===== src/rtl/mem_arbiter_if.sv =====
// mem_arbiter_if: request/ack, memory-side and status signals of the IF/DM memory arbiter.
// The slave modport is the arbiter's view. The master modport is the view of the
// datapath and memory that surround it.
interface mem_arbiter_if #(
    parameter int ADDR_W = 32,
    parameter int DATA_W = 32
);
    // instruction fetch port
    logic              if_req;
    logic [ADDR_W-1:0] if_addr;
    logic [DATA_W-1:0] if_rdata;
    logic              if_ack;

    // data load/store port
    logic              dm_req;
    logic              dm_we;
    logic [3:0]        dm_be;
    logic [ADDR_W-1:0] dm_addr;
    logic [DATA_W-1:0] dm_wdata;
    logic [DATA_W-1:0] dm_rdata;
    logic              dm_ack;

    // shared memory port
    logic              mem_en;
    logic              mem_we;
    logic [3:0]        mem_be;
    logic [ADDR_W-1:0] mem_addr;
    logic [DATA_W-1:0] mem_wdata;
    logic [DATA_W-1:0] mem_rdata;

    // status
    logic [1:0]        grant;
    logic              busy;

    modport slave (
        input  if_req, if_addr,
        input  dm_req, dm_we, dm_be, dm_addr, dm_wdata,
        input  mem_rdata,
        output if_rdata, if_ack, dm_rdata, dm_ack,
        output mem_en, mem_we, mem_be, mem_addr, mem_wdata,
        output grant, busy
    );

    modport master (
        output if_req, if_addr,
        output dm_req, dm_we, dm_be, dm_addr, dm_wdata,
        output mem_rdata,
        input  if_rdata, if_ack, dm_rdata, dm_ack,
        input  mem_en, mem_we, mem_be, mem_addr, mem_wdata,
        input  grant, busy
    );
endinterface


===== src/rtl/mem_arbiter.sv =====
// mem_arbiter: shares one fixed-latency memory port between instruction fetch (IF)
// and data load/store (DM).
// Each access runs IDLE -> BUSY (WAIT_CYC+1 cycles) -> ACK -> IDLE.
// Optional macro ARB_RR_EN selects a round-robin tie-break in place of fixed DM priority.
module mem_arbiter #(
    parameter int ADDR_W   = 32,
    parameter int DATA_W   = 32,
    parameter int WAIT_CYC = 2
) (
    input  logic         clk,
    input  logic         rst,
    mem_arbiter_if.slave bus
);
    localparam int CNT_W = 4;   // WAIT_CYC is limited to 1..15

    typedef enum logic [1:0] {
        IDLE = 2'd0,
        BUSY = 2'd1,
        ACK  = 2'd2
    } state_t;

    state_t            state, state_nxt;
    logic [CNT_W-1:0]  cnt;
    logic              take;      // start an access at this edge
    logic              take_dm;   // the access being started belongs to DM
    logic              done;      // last BUSY cycle, read data is valid now
    logic              pick_dm;   // arbitration result if both are requesting
    logic              is_wr;     // latched write flag of the current access

    logic              mem_en;
    logic              mem_we;
    logic [3:0]        mem_be;
    logic [ADDR_W-1:0] mem_addr;
    logic [DATA_W-1:0] mem_wdata;
    logic [DATA_W-1:0] if_rdata;
    logic [DATA_W-1:0] dm_rdata;
    logic              if_ack;
    logic              dm_ack;
    logic [1:0]        grant;

`ifdef ARB_RR_EN
    // 0 = DM was granted last, 1 = IF was granted last. The reset value 0 means
    // DM, so the first tie after reset goes to IF.
    logic last_grant;

    // tie goes to the port that was not granted last
    always_comb begin
        pick_dm = bus.dm_req & (~bus.if_req | last_grant);
    end

    // remember the owner of every new grant
    always_ff @(posedge clk or negedge rst) begin
        if (!rst)
            last_grant <= 1'b0;
        else if (take)
            last_grant <= ~take_dm;
    end
`else
    // fixed priority: DM wins any tie
    always_comb begin
        pick_dm = bus.dm_req;
    end
`endif

    // state register
    always_ff @(posedge clk or negedge rst) begin
        if (!rst)
            state <= IDLE;
        else
            state <= state_nxt;
    end

    // next state and per-edge control strobes
    always_comb begin
        state_nxt = state;
        take      = 1'b0;
        take_dm   = 1'b0;
        done      = 1'b0;
        case (state)
            IDLE: begin
                if (bus.if_req || bus.dm_req) begin
                    take      = 1'b1;
                    take_dm   = pick_dm;
                    state_nxt = BUSY;
                end
            end
            BUSY: begin
                if (cnt == '0) begin
                    done      = 1'b1;
                    state_nxt = ACK;
                end
            end
            ACK:     state_nxt = IDLE;   // requests are ignored here
            default: state_nxt = IDLE;
        endcase
    end

    // latency counter: loaded on grant, counts down through BUSY
    always_ff @(posedge clk or negedge rst) begin
        if (!rst)
            cnt <= '0;
        else if (take)
            cnt <= CNT_W'(WAIT_CYC);
        else if (state == BUSY && cnt != '0)
            cnt <= cnt - 1'b1;
    end

    // memory-side registers: latch the winner's request; mem_en and mem_we pulse once
    always_ff @(posedge clk or negedge rst) begin
        if (!rst) begin
            mem_en    <= 1'b0;
            mem_we    <= 1'b0;
            mem_be    <= '0;
            mem_addr  <= '0;
            mem_wdata <= '0;
            is_wr     <= 1'b0;
        end else begin
            mem_en <= take;
            mem_we <= take & take_dm & bus.dm_we;
            if (take) begin
                is_wr     <= take_dm & bus.dm_we;
                mem_be    <= take_dm ? bus.dm_be    : 4'b1111;
                mem_addr  <= take_dm ? bus.dm_addr  : bus.if_addr;
                mem_wdata <= take_dm ? bus.dm_wdata : '0;
            end
        end
    end

    // owner indication: set on grant and held through ACK
    always_ff @(posedge clk or negedge rst) begin
        if (!rst)
            grant <= 2'b00;
        else if (take)
            grant <= take_dm ? 2'b10 : 2'b01;
        else if (state == ACK)
            grant <= 2'b00;
    end

    // capture read data into the owner's register and raise its one-cycle ack
    always_ff @(posedge clk or negedge rst) begin
        if (!rst) begin
            if_rdata <= '0;
            dm_rdata <= '0;
            if_ack   <= 1'b0;
            dm_ack   <= 1'b0;
        end else begin
            if_ack <= done & grant[0];
            dm_ack <= done & grant[1];
            if (done && !is_wr) begin
                if (grant[1])
                    dm_rdata <= bus.mem_rdata;
                else
                    if_rdata <= bus.mem_rdata;
            end
        end
    end

    assign bus.mem_en    = mem_en;
    assign bus.mem_we    = mem_we;
    assign bus.mem_be    = mem_be;
    assign bus.mem_addr  = mem_addr;
    assign bus.mem_wdata = mem_wdata;
    assign bus.if_rdata  = if_rdata;
    assign bus.dm_rdata  = dm_rdata;
    assign bus.if_ack    = if_ack;
    assign bus.dm_ack    = dm_ack;
    assign bus.grant     = grant;
    assign bus.busy      = (state != IDLE);
endmodule


===== src/flat_wrapper.sv =====
// flat-port wrapper written by rule: the top's interface ports become plain ports
module mem_arbiter_flat 
#(
    parameter int ADDR_W   = 32,
    parameter int DATA_W   = 32,
    parameter int WAIT_CYC = 2
)
  (clk, rst, bus_if_req, bus_if_addr, bus_dm_req, bus_dm_we, bus_dm_be, bus_dm_addr, bus_dm_wdata, bus_mem_rdata, bus_if_rdata, bus_if_ack, bus_dm_rdata, bus_dm_ack, bus_mem_en, bus_mem_we, bus_mem_be, bus_mem_addr, bus_mem_wdata, bus_grant, bus_busy);
  mem_arbiter_if #(.ADDR_W(ADDR_W), .DATA_W(DATA_W)) bus_i ();
  input  logic clk;
  input  logic rst;
  input wire logic [$bits(bus_i.if_req)-1:0] bus_if_req;
  input wire logic [$bits(bus_i.if_addr)-1:0] bus_if_addr;
  input wire logic [$bits(bus_i.dm_req)-1:0] bus_dm_req;
  input wire logic [$bits(bus_i.dm_we)-1:0] bus_dm_we;
  input wire logic [$bits(bus_i.dm_be)-1:0] bus_dm_be;
  input wire logic [$bits(bus_i.dm_addr)-1:0] bus_dm_addr;
  input wire logic [$bits(bus_i.dm_wdata)-1:0] bus_dm_wdata;
  input wire logic [$bits(bus_i.mem_rdata)-1:0] bus_mem_rdata;
  output wire logic [$bits(bus_i.if_rdata)-1:0] bus_if_rdata;
  output wire logic [$bits(bus_i.if_ack)-1:0] bus_if_ack;
  output wire logic [$bits(bus_i.dm_rdata)-1:0] bus_dm_rdata;
  output wire logic [$bits(bus_i.dm_ack)-1:0] bus_dm_ack;
  output wire logic [$bits(bus_i.mem_en)-1:0] bus_mem_en;
  output wire logic [$bits(bus_i.mem_we)-1:0] bus_mem_we;
  output wire logic [$bits(bus_i.mem_be)-1:0] bus_mem_be;
  output wire logic [$bits(bus_i.mem_addr)-1:0] bus_mem_addr;
  output wire logic [$bits(bus_i.mem_wdata)-1:0] bus_mem_wdata;
  output wire logic [$bits(bus_i.grant)-1:0] bus_grant;
  output wire logic [$bits(bus_i.busy)-1:0] bus_busy;
  assign bus_i.if_req = bus_if_req;
  assign bus_i.if_addr = bus_if_addr;
  assign bus_i.dm_req = bus_dm_req;
  assign bus_i.dm_we = bus_dm_we;
  assign bus_i.dm_be = bus_dm_be;
  assign bus_i.dm_addr = bus_dm_addr;
  assign bus_i.dm_wdata = bus_dm_wdata;
  assign bus_i.mem_rdata = bus_mem_rdata;
  assign bus_if_rdata = bus_i.if_rdata;
  assign bus_if_ack = bus_i.if_ack;
  assign bus_dm_rdata = bus_i.dm_rdata;
  assign bus_dm_ack = bus_i.dm_ack;
  assign bus_mem_en = bus_i.mem_en;
  assign bus_mem_we = bus_i.mem_we;
  assign bus_mem_be = bus_i.mem_be;
  assign bus_mem_addr = bus_i.mem_addr;
  assign bus_mem_wdata = bus_i.mem_wdata;
  assign bus_grant = bus_i.grant;
  assign bus_busy = bus_i.busy;
  mem_arbiter #(.ADDR_W(ADDR_W), .DATA_W(DATA_W), .WAIT_CYC(WAIT_CYC)) u_core (.clk(clk), .rst(rst), .bus(bus_i));
endmodule

===== config.mk =====
export PLATFORM = sky130hd
export DESIGN_NAME = mem_arbiter_flat
export DESIGN_NICKNAME = d
export VERILOG_FILES = /design/src/rtl/mem_arbiter_if.sv /design/src/rtl/mem_arbiter.sv /design/src/flat_wrapper.sv
export SDC_FILE = /design/constraint.sdc
export NUM_CORES = 1
export LEC_CHECK = 0
export CAP_MARGIN = 20
export CORE_UTILIZATION = 44
export DETAILED_ROUTE_END_ITERATION = 10
export PLACE_DENSITY = 0.93
export REMOVE_ABC_BUFFERS = 1
export SKIP_CTS_REPAIR_TIMING = 1
export SLEW_MARGIN = 20
export SYNTH_ARGS = -nofsm -noshare
export SYNTH_HDL_FRONTEND = slang
export SYNTH_SLANG_ARGS = --single-unit

===== constraint.sdc =====
create_clock -name clk -period 4.4 [get_ports clk]
set_input_delay 0.88 -clock clk [delete_from_list [all_inputs] [get_ports clk]]
set_output_delay 0.88 -clock clk [all_outputs]
set_load 0.02 [all_outputs]

==> results_dict.tcl, run 1 <==
# implementation run metrics
set metrics [dict create \
    synth_cell_types 35 \
    layout.area.comb_mm2 0.00207 \
    end_kind "primary output" \
    antenna_cells 0 \
    skew_ns 0.00601 \
    cp.arrival_ns 1.97 \
    hold_path_class "flip-flop to flip-flop" \
    grt-ovfl-total 0 \
    synth_seq_share_pct 61.7 \
    nFillCells 874 \
    relSlewSlack_pct 27.7 \
    ys_area_mm2 0.00588 \
    worst_path_max_delay_cell "clkdlybuf4s50_1" \
    drv_cap 0 \
    ys_cells 416 \
    antenna_found_initial 0 \
    min_period_over_period_pct 64.8 \
    track_usage_pct 24.8 \
    ioPinCount 276 \
    yosys-top-cells-count "dfrtp_1 (145), o21ai_0 (70), mux2_2 (34)" \
    cp.required_ns 3.52 \
    grt_pass1_wl_um 26400 \
    final.setup.tns_ns 0 \
    syn_inst 416 \
    nets 827 \
    io_buffers 275 \
    critPathLaunchType "flip-flop" \
    ir_drop_uv 443 \
    leakage_nw 4.08 \
    cts.sinks 145 \
    die_x_um 118 \
    async_reset_ff_share_pct 100 \
    yosys.area.top_type "dfrtp_1" \
    cts_buffers 17 \
    status "finished clean" \
    fin_area_mm2 0.00928 \
    drtIter0Drc 250 \
    cts_tree "yes" \
    clock_path_buffers 2 \
    syn2layout_area_growth_pct 57.8 \
    via_per_inst 5.28 \
    tightestPinTransition_ns 1.08 \
    root_buffer "clkbuf_16" \
    yosys_warnings 0 \
    fp_util_pct 45.9 \
    tool_warnings 26 \
    timing.final.crit_period_ns 2.85 \
    fmax_ghz 0.351 \
    crit_type "flip-flop to primary output" \
    wl_per_cell_um 18.8 \
    cp_max_fo 10 \
    netlist_area_mm2 0.00588 \
    rsz0062_at_grt "false" \
    hold_violations 0 \
    cp_slowest_stage_delay_ns 0.56 \
    crit_family "buffers and inverters" \
    grt_pass1_vias 4951 \
    cts_max_level 4 \
    post-route-util_pct 72.4 \
    slew_viol_final 0 \
    synthTopCellsByArea "dfrtp_1 (62%), mux2_4 (7.7%), mux2_2 (6.5%), o21ai_0 (6.0%), mux2i_1 (5.6%)" \
    dominantRegCellSynth "dfrtp_1" \
    crit_chain "nor2_1, inv_1, clkdlybuf4s50_1" \
    rows 41 \
]
==> run 1: cell type report <==
| cell class | count | share of cell area [%] |
|---|---|---|
| clock buffers | 24 | 5.19 |
| clock inverters | 6 | 0.620 |
| inverters | 7 | 0.283 |
| multi-input cells | 235 | 22.3 |
| flip-flops and latches | 145 | 39.1 |
| well taps | 172 | 2.32 |
| repair buffers | 282 | 30.2 |
==> run 1: cell families (layout without fill, tap and decap cells) <==
kind of cell | Yosys count | after routing | share of synthesized area, %
adder cells (fa/ha/maj) | 2 | 2 | 0.425
buffers and inverters | 36 | 319 | 3.36
flip-flops | 145 | 145 | 61.7
AND-OR/OR-AND | 114 | 114 | 12.3
multiplexers | 97 | 97 | 19.8
AND/OR/NAND/NOR | 22 | 22 | 2.47
==> run 1: state kept, by name, summed over array words and instances (netlist names), 2 cells and up <==
signal,count
u_core.bus.grant,2
u_core.bus.mem_wdata,32
u_core.state,2
u_core.cnt,4
u_core.bus.mem_be,4
u_core.bus.mem_addr,32
u_core.bus.dm_rdata,32
u_core.bus.if_rdata,32
==> run 1: stage by stage <==
| stage | std cells | worst slack (ns) | hold slack (ns) | power [mW] |
|---|---|---|---|---|
| 2_1_floorplan | 387 | 0.730 | 0.456 | 4.01 |
| 3_3_place_gp | 841 | 1.86 | 0.486 | 5.61 |
| 3_5_place_dp | 841 | 1.68 | 0.492 | 5.76 |
| 4_1_cts | 871 | 1.52 | 0.503 | 7.13 |
| 5_1_grt | 871 | 1.46 | 0.513 | 7.42 |
| 6_report | 871 | 1.55 | 0.502 | 7.08 |
==> run 1: cell usage in the layout (no fill, tap or decap), types with 3 or more instances in the layout <==
cell / n
nor3_1: 4
mux2i_1: 33
clkinv_2: 4
nand2_1: 3
inv_1: 7
clkbuf_1: 4
buf_4: 7
mux2_4: 30
mux2_2: 34
a22o_1: 32
clkbuf_16: 17
dfrtp_1: 145
a21oi_1: 3
clkdlybuf4s50_1: 273
o22a_1: 4
clkbuf_8: 3
o21ai_0: 70
==> run 1: metal layers <==
layer | GRT usage (%) | routed length [um]
met1 | 27.4 | 6160
met2 | 43.8 | 8560
met3 | 7.66 | 1130
met4 | 10.9 | 539
met5 | 0 | 0
==> run 1: power breakdown <==
group	internal, mW	switching (mW)
combinational	1.75	1.65
clock	0.811	0.511
sequential	1.97	0.390
==> run 1: final timing paths <==
| path | cells after the start | slack [ns] | end | startpoint |
|---|---|---|---|---|
| max | 3 | 1.55 | bus_busy | u_core.state[1]$_DFFE_PN0P_ |
| min in group asynchronous | 1 | 0.51 | u_core.bus.if_rdata[31]$_DFFE_PN0P_ | rst |
| min reg2reg | 1 | 0.50 | u_core.bus.dm_rdata[24]$_DFFE_PN0P_ | u_core.bus.dm_rdata[24]$_DFFE_PN0P_ |
| max reg2reg | 6 | 1.90 | u_core.bus.if_rdata[4]$_DFFE_PN0P_ | u_core.cnt[1]$_DFFE_PN0P_ |
| max in group asynchronous | 2 | 2.96 | u_core.bus.mem_wdata[19]$_DFFE_PN0P_ | rst |
| min | 1 | 0.50 | u_core.bus.dm_rdata[24]$_DFFE_PN0P_ | u_core.bus.dm_rdata[24]$_DFFE_PN0P_ |
Figure 1. The metal 2 layer (run 1).
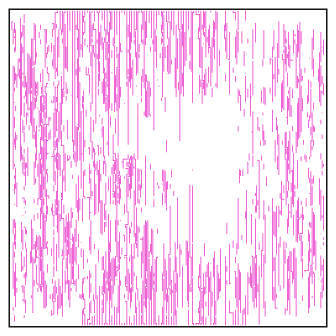
longest straight run: 53.2 um
wire length on this layer: 8560 um
main direction: vertical

Figure 2. M3 wires (run 1).
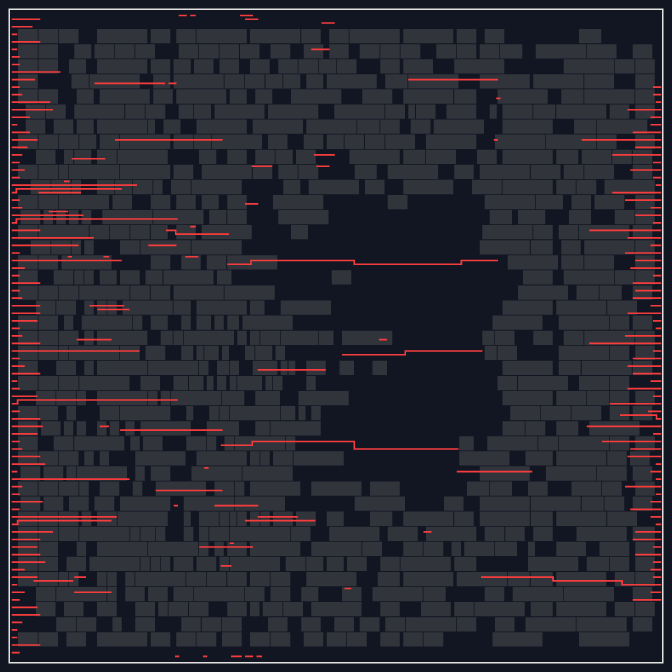
longest straight run: 29.0 um
nets with wire on the layer: 181
Vias: 4599
GR met3 Demand/Resource: 7.66%
drt total wl: 16400 um

Figure 3. Metal 4 (run 1).
The bar under the picture is 20 um long.
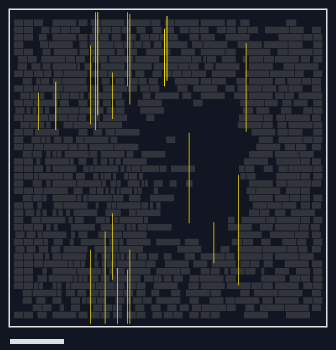
longest straight run: 43.5 um
main direction: vertical
nets with wire on the layer: 16
wire length on this layer: 539 um

==> run 2, diff against run 1 <==
--- a/config.mk
+++ b/config.mk
@@ -6,9 +6,9 @@
 export NUM_CORES = 1
 export LEC_CHECK = 0
 export CAP_MARGIN = 20
-export CORE_UTILIZATION = 44
+export CORE_UTILIZATION = 37
 export DETAILED_ROUTE_END_ITERATION = 10
-export PLACE_DENSITY = 0.93
+export PLACE_DENSITY = 0.84
 export REMOVE_ABC_BUFFERS = 1
 export SKIP_CTS_REPAIR_TIMING = 1
 export SLEW_MARGIN = 20
==> constraint.sdc (replaced) <==
create_clock -name clk -period 2.35 [get_ports clk]
set_input_delay 0.47 -clock clk [delete_from_list [all_inputs] [get_ports clk]]
set_output_delay 0.47 -clock clk [all_outputs]
set_load 0.02 [all_outputs]
Figure 4. Routing congestion map (run 2).
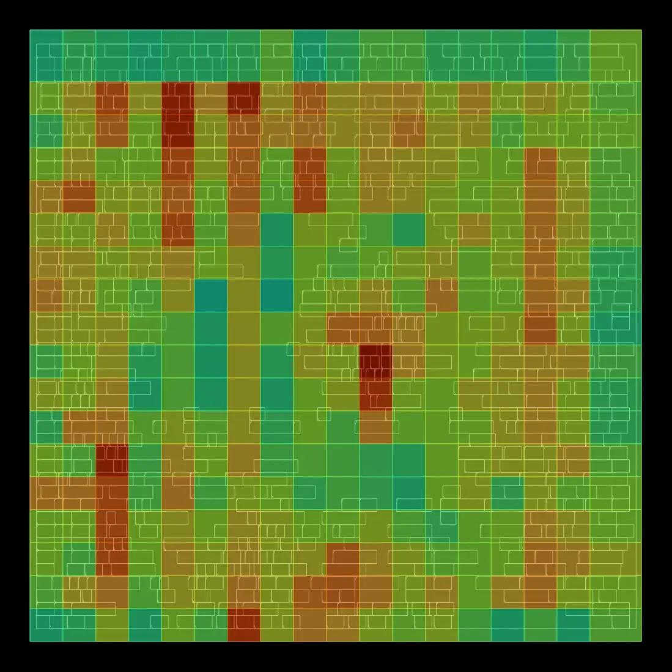
M2 GR Usage: 33.9%
GR met3 Demand/Resource: 6.30%
WL per Instance: 17.3 um
Final Util: 61.7%
met1 usage: 23.2%

Figure 5. M3 wires (run 2).
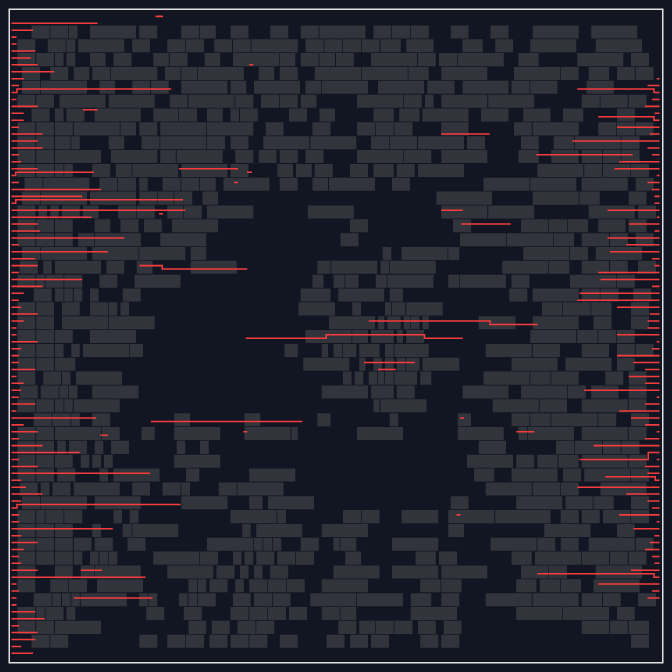
drt total wl: 15900 um
Vias: 4512

==> results_dict.tcl, run 2 <==
# implementation run metrics
set metrics [dict create \
    ant_nets 0 \
    track_usage_pct 19.7 \
    antenna_cells 0 \
    rows 45 \
    ir_drop_uv 616 \
    fin_area_mm2 0.00949 \
    dominantRegCellSynth "dfrtp_1" \
    r2r_start "u_core.cnt[1]$_DFFE_PN0P_" \
    fp_util_pct 38.3 \
    cp-endpoint "bus_busy" \
    die_area_mm2 0.0164 \
    top_cell_area_share_pct 61.7 \
    grt_pass1_wl_um 24800 \
    numSynthFlops 145 \
    final_layout_size_suffix_gt1_share_pct 16.8 \
    min_period_over_period_pct 94.8 \
    nets 834 \
    cts_buffers 17 \
    timing.final.crit_period_ns 2.23 \
    lay_top_cells "clkdlybuf4s50_1 (273), dfrtp_1 (145), o21ai_0 (70), mux2_2 (34), mux2i_1 (33)" \
    syn_area_per_cell_um2 14.1 \
    placement.cell_area_mm2 0.00890 \
    hold_path_class "flip-flop to flip-flop" \
    tightestPinTransition_ns 0.604 \
    skew_ns 0.00831 \
    hold_violations 0 \
    via_per_inst 4.92 \
    yosys_warnings 0 \
    grt_max_degree 57 \
    finalSetupViolCount 0 \
    logic_family "multiplexers" \
    cp_slowest_stage_delay_ns 0.64 \
    relSlewSlack_pct 59.6 \
    syn_inst 416 \
    status "finished clean" \
    r2r_end "u_core.bus.if_rdata[16]$_DFFE_PN0P_" \
    mux_area_share_pct 19.8 \
    netlist_area_mm2 0.00588 \
    critPathLaunchType "flip-flop" \
    mostFrequentLayoutCell "clkdlybuf4s50_1" \
    dieHeight_um 128 \
    ioPinCount 276 \
    cts.sinks 145 \
    ys_area_mm2 0.00588 \
    yosys.area.top_type "dfrtp_1" \
    r2r_slack_ns 0.16 \
    drtIter0Drc 199 \
    cp.required_ns 1.88 \
    first_pass_iters 4 \
    cts_max_level 4 \
    nFillCells 1184 \
    synthAdderAreaFrac_pct 0.426 \
    cp.arrival_ns 1.76 \
    ys_cells 416 \
    slew_viol_final 0 \
    syn2layout_area_growth_pct 61.3 \
    crit_start "u_core.state[1]$_DFFE_PN0P_" \
    synth-edff-count 0 \
    place.gp.congestion 0.829 \
    ys_sh_xor_pct 0 \
    async_reset_ff_share_pct 100 \
    clock_path_buffers 2 \
    fmax_ghz 0.449 \
    power_density_mw_per_mm2 1410 \
    cp_max_fo 10 \
    leakage_nw 4.16 \
    clk_transition_reported_paths_ns 0.06 \
    crit_chain "nor2_1, inv_1, clkdlybuf4s50_1" \
    grt-ovfl-total 0 \
    yosys.area_share.aoi_pct 12.3 \
    ys_sh_simple_pct 2.47 \
    synth_cell_types 35 \
    place_hpwl_um 11700 \
    io_buffers 275 \
    synthTopCellsByArea "dfrtp_1 (62%), mux2_4 (7.7%), mux2_2 (6.5%), o21ai_0 (6.0%), mux2i_1 (5.6%)" \
    root_buffer "clkbuf_16" \
    synth_seq_share_pct 61.7 \
    coreArea_mm2 0.0154 \
    antenna_found_initial 0 \
    grt_pass1_vias 4705 \
    tool_warnings 26 \
    drc 0 \
    crit_type "flip-flop to primary output" \
    rsz0062_at_grt "false" \
    die_x_um 128 \
    insertion_delay_ns 0.41 \
    yosys-top-cells-count "dfrtp_1 (145), o21ai_0 (70), mux2_2 (34)" \
    drv_cap 0 \
    r2r_cells 6 \
    most_common_cell "dfrtp_1" \
    cts_tree "yes" \
    worst_path_max_delay_cell "clkdlybuf4s50_1" \
    end_kind "primary output" \
]
## run 2: report_power, final
part           total (mW)  switching, mW  internal, mW
clock                2.61           1.03          1.58
sequential           4.39          0.706          3.69
combinational        6.40           3.04          3.36
total                13.4           4.77          8.63
## run 2: final cells by class
| type | instances | area [um^2] | share of cell area [%] |
|---|---|---|---|
| sequential | 145 | 3630 | 38.3 |
| timing repair buffer | 289 | 2920 | 30.8 |
| multi-input combinational | 235 | 2070 | 21.9 |
| clock buffer | 18 | 439 | 4.63 |
| tap | 211 | 264 | 2.78 |
| clock inverter | 13 | 135 | 1.42 |
| inverter | 7 | 26.3 | 0.277 |
## run 2: metrics by stage
stage	power, mW	setup TNS (ns)	instances	hold slack, ns	setup slack [ns]
2_1_floorplan	7.50	-50.54	387	0.174	-0.910
3_3_place_gp	10.6	0	886	0.411	0.238
3_5_place_dp	10.8	0	886	0.419	0.158
4_1_cts	13.5	0	917	-0.0233	0.101
5_1_grt	14.1	0	918	0.513	0.00809
6_report	13.4	0	918	0.503	0.122
## run 2: kinds of logic (layout without fill, tap and decap cells)
kind of cell / after synthesis / after routing
buffers and inverters: 36 / 327
flip-flops: 145 / 145
AND/OR/NAND/NOR: 22 / 22
AND-OR/OR-AND: 114 / 114
adder cells (fa/ha/maj): 2 / 2
multiplexers: 97 / 97
## run 2: per-layer routing
layer,vias to the layer above,global-route usage (%),part of all wire (%),wire [um]
li1,2067,-,-,-
met1,2223,23.2,39,6270
met2,201,33.9,51,8150
met3,21,6.30,7.6,1200
met4,0,7.06,1.6,249
met5,-,0,0,0
## run 2: worst min-delay path by stage
stage / slack, ns / endpoint / from / cells after the start
after CTS: -0.02 / u_core.bus.if_rdata[5]$_DFFE_PN0P_ / rst / 1
final: 0.50 / u_core.bus.mem_wdata[3]$_DFFE_PN0P_ / u_core.bus.mem_wdata[3]$_DFFE_PN0P_ / 1
after global placement: 0.41 / u_core.bus.if_rdata[5]$_DFFE_PN0P_ / rst / 1
after global routing: 0.51 / u_core.bus.mem_wdata[30]$_DFFE_PN0P_ / u_core.bus.mem_wdata[30]$_DFFE_PN0P_ / 1
after detailed placement: 0.42 / u_core.bus.dm_rdata[19]$_DFFE_PN0P_ / rst / 1
after floorplan: 0.17 / u_core.bus.dm_ack$_DFF_PN0_ / rst / 0
## run 2: worst max-delay path, delay by kind of cell (launching register included)
kind / cells / cell delay [ns]
DFF: 1 / 0.49
and+or+nand+nor: 1 / 0.12
buffers and inverters: 2 / 0.75
==> run 3, diff against run 2 <==
--- a/config.mk
+++ b/config.mk
@@ -6,6 +6,7 @@
 export NUM_CORES = 1
 export LEC_CHECK = 0
 export CAP_MARGIN = 20
+export CORE_MARGIN = 1.5
 export CORE_UTILIZATION = 37
 export DETAILED_ROUTE_END_ITERATION = 10
 export PLACE_DENSITY = 0.84
@@ -15,3 +16,4 @@
 export SYNTH_ARGS = -nofsm -noshare
 export SYNTH_HDL_FRONTEND = slang
 export SYNTH_SLANG_ARGS = --single-unit
+export TNS_END_PERCENT = 50
Figure 6. Routing congestion map (run 3).
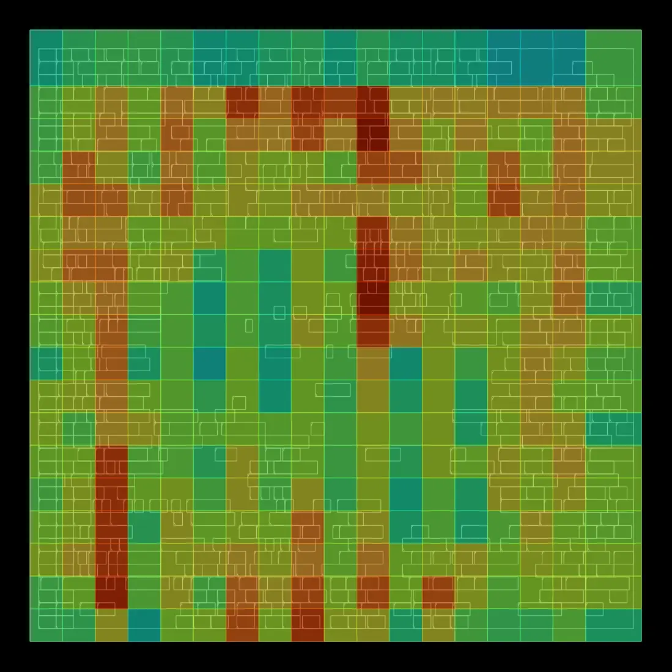
aggregate global-route resource usage: 19.4%
global route hottest layer: met2
Final Util: 61.7%

Figure 7. The metal 2 layer (run 3).
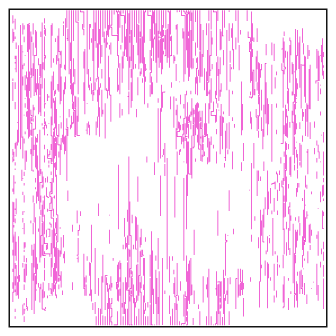
longest straight run: 50.7 um
main direction: vertical
wire length on this layer: 8280 um
nets with wire on the layer: 770

==> results_dict.tcl, run 3 <==
# implementation run metrics
set metrics [dict create \
    status "finished clean" \
    drtIter0Drc 182 \
    cts.sinks 145 \
    grt_pass1_vias 4769 \
    r2r_slack_ns 0.16 \
    antenna_found_initial 0 \
    io_buffers 275 \
    netlist_area_mm2 0.00588 \
    first_pass_iters 4 \
    hold_path_class "input port to async pin" \
    cts_buffers 17 \
    yosys-top-cells-count "dfrtp_1 (145), o21ai_0 (70), mux2_2 (34)" \
    clock_path_buffers 2 \
    end_kind "flip-flop" \
    ir_drop_uv 710 \
    rows 45 \
    ys_sh_xor_pct 0 \
    ys_cells 416 \
    dieHeight_um 129 \
    grt-ovfl-total 0 \
    fp_util_pct 38.3 \
    fmax_ghz 0.456 \
    yosys.area.top_type "dfrtp_1" \
    timing.final.crit_period_ns 2.19 \
    cts_tree "yes" \
    leakage_nw 4.16 \
    vias 4581 \
    final.setup.tns_ns 0 \
    grt_max_degree 57 \
    cp.arrival_ns 2.48 \
    ioPinCount 276 \
    setup_slack_ns 0.158 \
    power_density_mw_per_mm2 1410 \
    synthAdderAreaFrac_pct 0.426 \
    critPathLaunchType "flip-flop" \
    yosys_warnings 0 \
    cp_max_fo 25 \
    cts_max_level 4 \
    r2r_end "u_core.bus.if_rdata[31]$_DFFE_PN0P_" \
    ys_area_mm2 0.00588 \
    rsz0062_at_grt "false" \
    logic_family "multiplexers" \
    root_buffer "clkbuf_16" \
    hold_violations 0 \
    drv_cap 0 \
    synth_seq_share_pct 61.7 \
    routed_wl_um 16200 \
    tool_warnings 26 \
    yosys.area_share.aoi_pct 12.3 \
    mostFrequentLayoutCell "clkdlybuf4s50_1" \
    coreArea_mm2 0.0154 \
    crit_chain "inv_1, ha_1, nor3b_4, or4b_2, buf_12, mux2_4" \
    nets 835 \
    layout.cells.non_filler 921 \
    synth_cell_types 35 \
    r2r_start "u_core.cnt[0]$_DFFE_PN0P_" \
    die_area_mm2 0.0167 \
    crit_family "simple AND/OR/NAND/NOR gates" \
    dp.cells 888 \
    place_hpwl_um 11900 \
    grt_pass1_wl_um 24800 \
    clk_transition_reported_paths_ns 0.06 \
    syn2layout_area_growth_pct 61.3 \
    dp_slack_ns 0.115 \
    finalSetupViolCount 0 \
    tightestPinTransition_ns 1.07 \
    mux_area_share_pct 19.8 \
    cp.required_ns 2.64 \
    skew_ns 0.00791 \
    nFillCells 1168 \
    lay_top_cells "clkdlybuf4s50_1 (272), dfrtp_1 (145), o21ai_0 (70), mux2_2 (34), mux2i_1 (33)" \
    async_reset_ff_share_pct 100 \
    r2r_cells 6 \
    cp_slowest_stage_delay_ns 0.66 \
    syn_area_per_cell_um2 14.1 \
    slew_viol_final 0 \
    cp_num_buf_inv 2 \
    ant_nets 0 \
    drc 0 \
    ys_sh_simple_pct 2.47 \
    via_per_inst 4.97 \
    synth-edff-count 0 \
    crit_type "flip-flop to flip-flop" \
    numSynthFlops 145 \
    top_cell_area_share_pct 61.7 \
    place.gp.congestion 0.803 \
    syn_inst 416 \
    die_x_um 129 \
    synthTopCellsByArea "dfrtp_1 (62%), mux2_4 (7.7%), mux2_2 (6.5%), o21ai_0 (6.0%), mux2i_1 (5.6%)" \
    worst_path_max_delay_cell "or4b_2" \
    relSlewSlack_pct 28.5 \
    final_layout_size_suffix_gt1_share_pct 17.2 \
    dominantRegCellSynth "dfrtp_1" \
    most_common_cell "dfrtp_1" \
    wl_per_cell_um 17.5 \
    insertion_delay_ns 0.41 \
    min_period_over_period_pct 93.3 \
]
## run 3: cell counts after synthesis
No cell type changed its count.
## run 3: worst max-delay path by stage
stage / start / to / depth (start not counted)
2_1_floorplan: bus_dm_req / u_core.bus.mem_be[0]$_DFFE_PN0P_ / 3
3_3_place_gp: u_core.cnt[1]$_DFFE_PN0P_ / u_core.bus.if_rdata[15]$_DFFE_PN0P_ / 6
5_1_grt: u_core.cnt[0]$_DFFE_PN0P_ / u_core.bus.if_rdata[31]$_DFFE_PN0P_ / 6
6_report: u_core.cnt[0]$_DFFE_PN0P_ / u_core.bus.if_rdata[31]$_DFFE_PN0P_ / 6
3_5_place_dp: bus_if_req / u_core.bus.mem_addr[17]$_DFFE_PN0P_ / 4
4_1_cts: u_core.state[1]$_DFFE_PN0P_ / bus_busy / 4
## run 3: cell families after synthesis
group | after synthesis
adder cells (fa/ha/maj) | 2
buffers and inverters | 36
AND/OR/NAND/NOR | 22
flip-flops | 145
multiplexers | 97
AND-OR/OR-AND | 114
## run 3: area by class of cell
cell class	count	area, um^2	share of cell area (%)
diodes	1	2.50	0.0264
clock inverters	14	131	1.38
multi-input cells	235	2070	21.8
flip-flops and latches	145	3630	38.2
clock buffers	18	439	4.63
inverters	7	26.3	0.277
repair buffers	290	2930	30.8
well taps	211	264	2.78
## run 3: per-stage QoR
step	power [mW]	hold slack, ns	instance area, um^2
2_1_floorplan	7.50	0.174	5710
5_1_grt	14.1	0.0248	9480
3_5_place_dp	10.9	0.470	8910
3_3_place_gp	10.6	0.459	8910
6_report	13.4	0.00414	9490
4_1_cts	13.5	0.0214	9480
## run 3: metal layers
metal	vias up	global-route usage (%)	part of all wire [%]
met5	-	0	0
met4	0	4.89	1.2
met3	14	7.35	8.6
met2	208	34.6	51
met1	2292	22.0	39
li1	2067	-	-
## run 3: power by group
part | switching [mW] | internal, mW | leakage, nW | total [mW]
registers | 0.720 | 3.69 | 1.76 | 4.41
logic | 3.05 | 3.36 | 2.13 | 6.41
clock network | 1.09 | 1.50 | 0.275 | 2.59
total | 4.86 | 8.55 | 4.16 | 13.4
Power figures rest on the tool's default switching activity, not on a simulated workload.
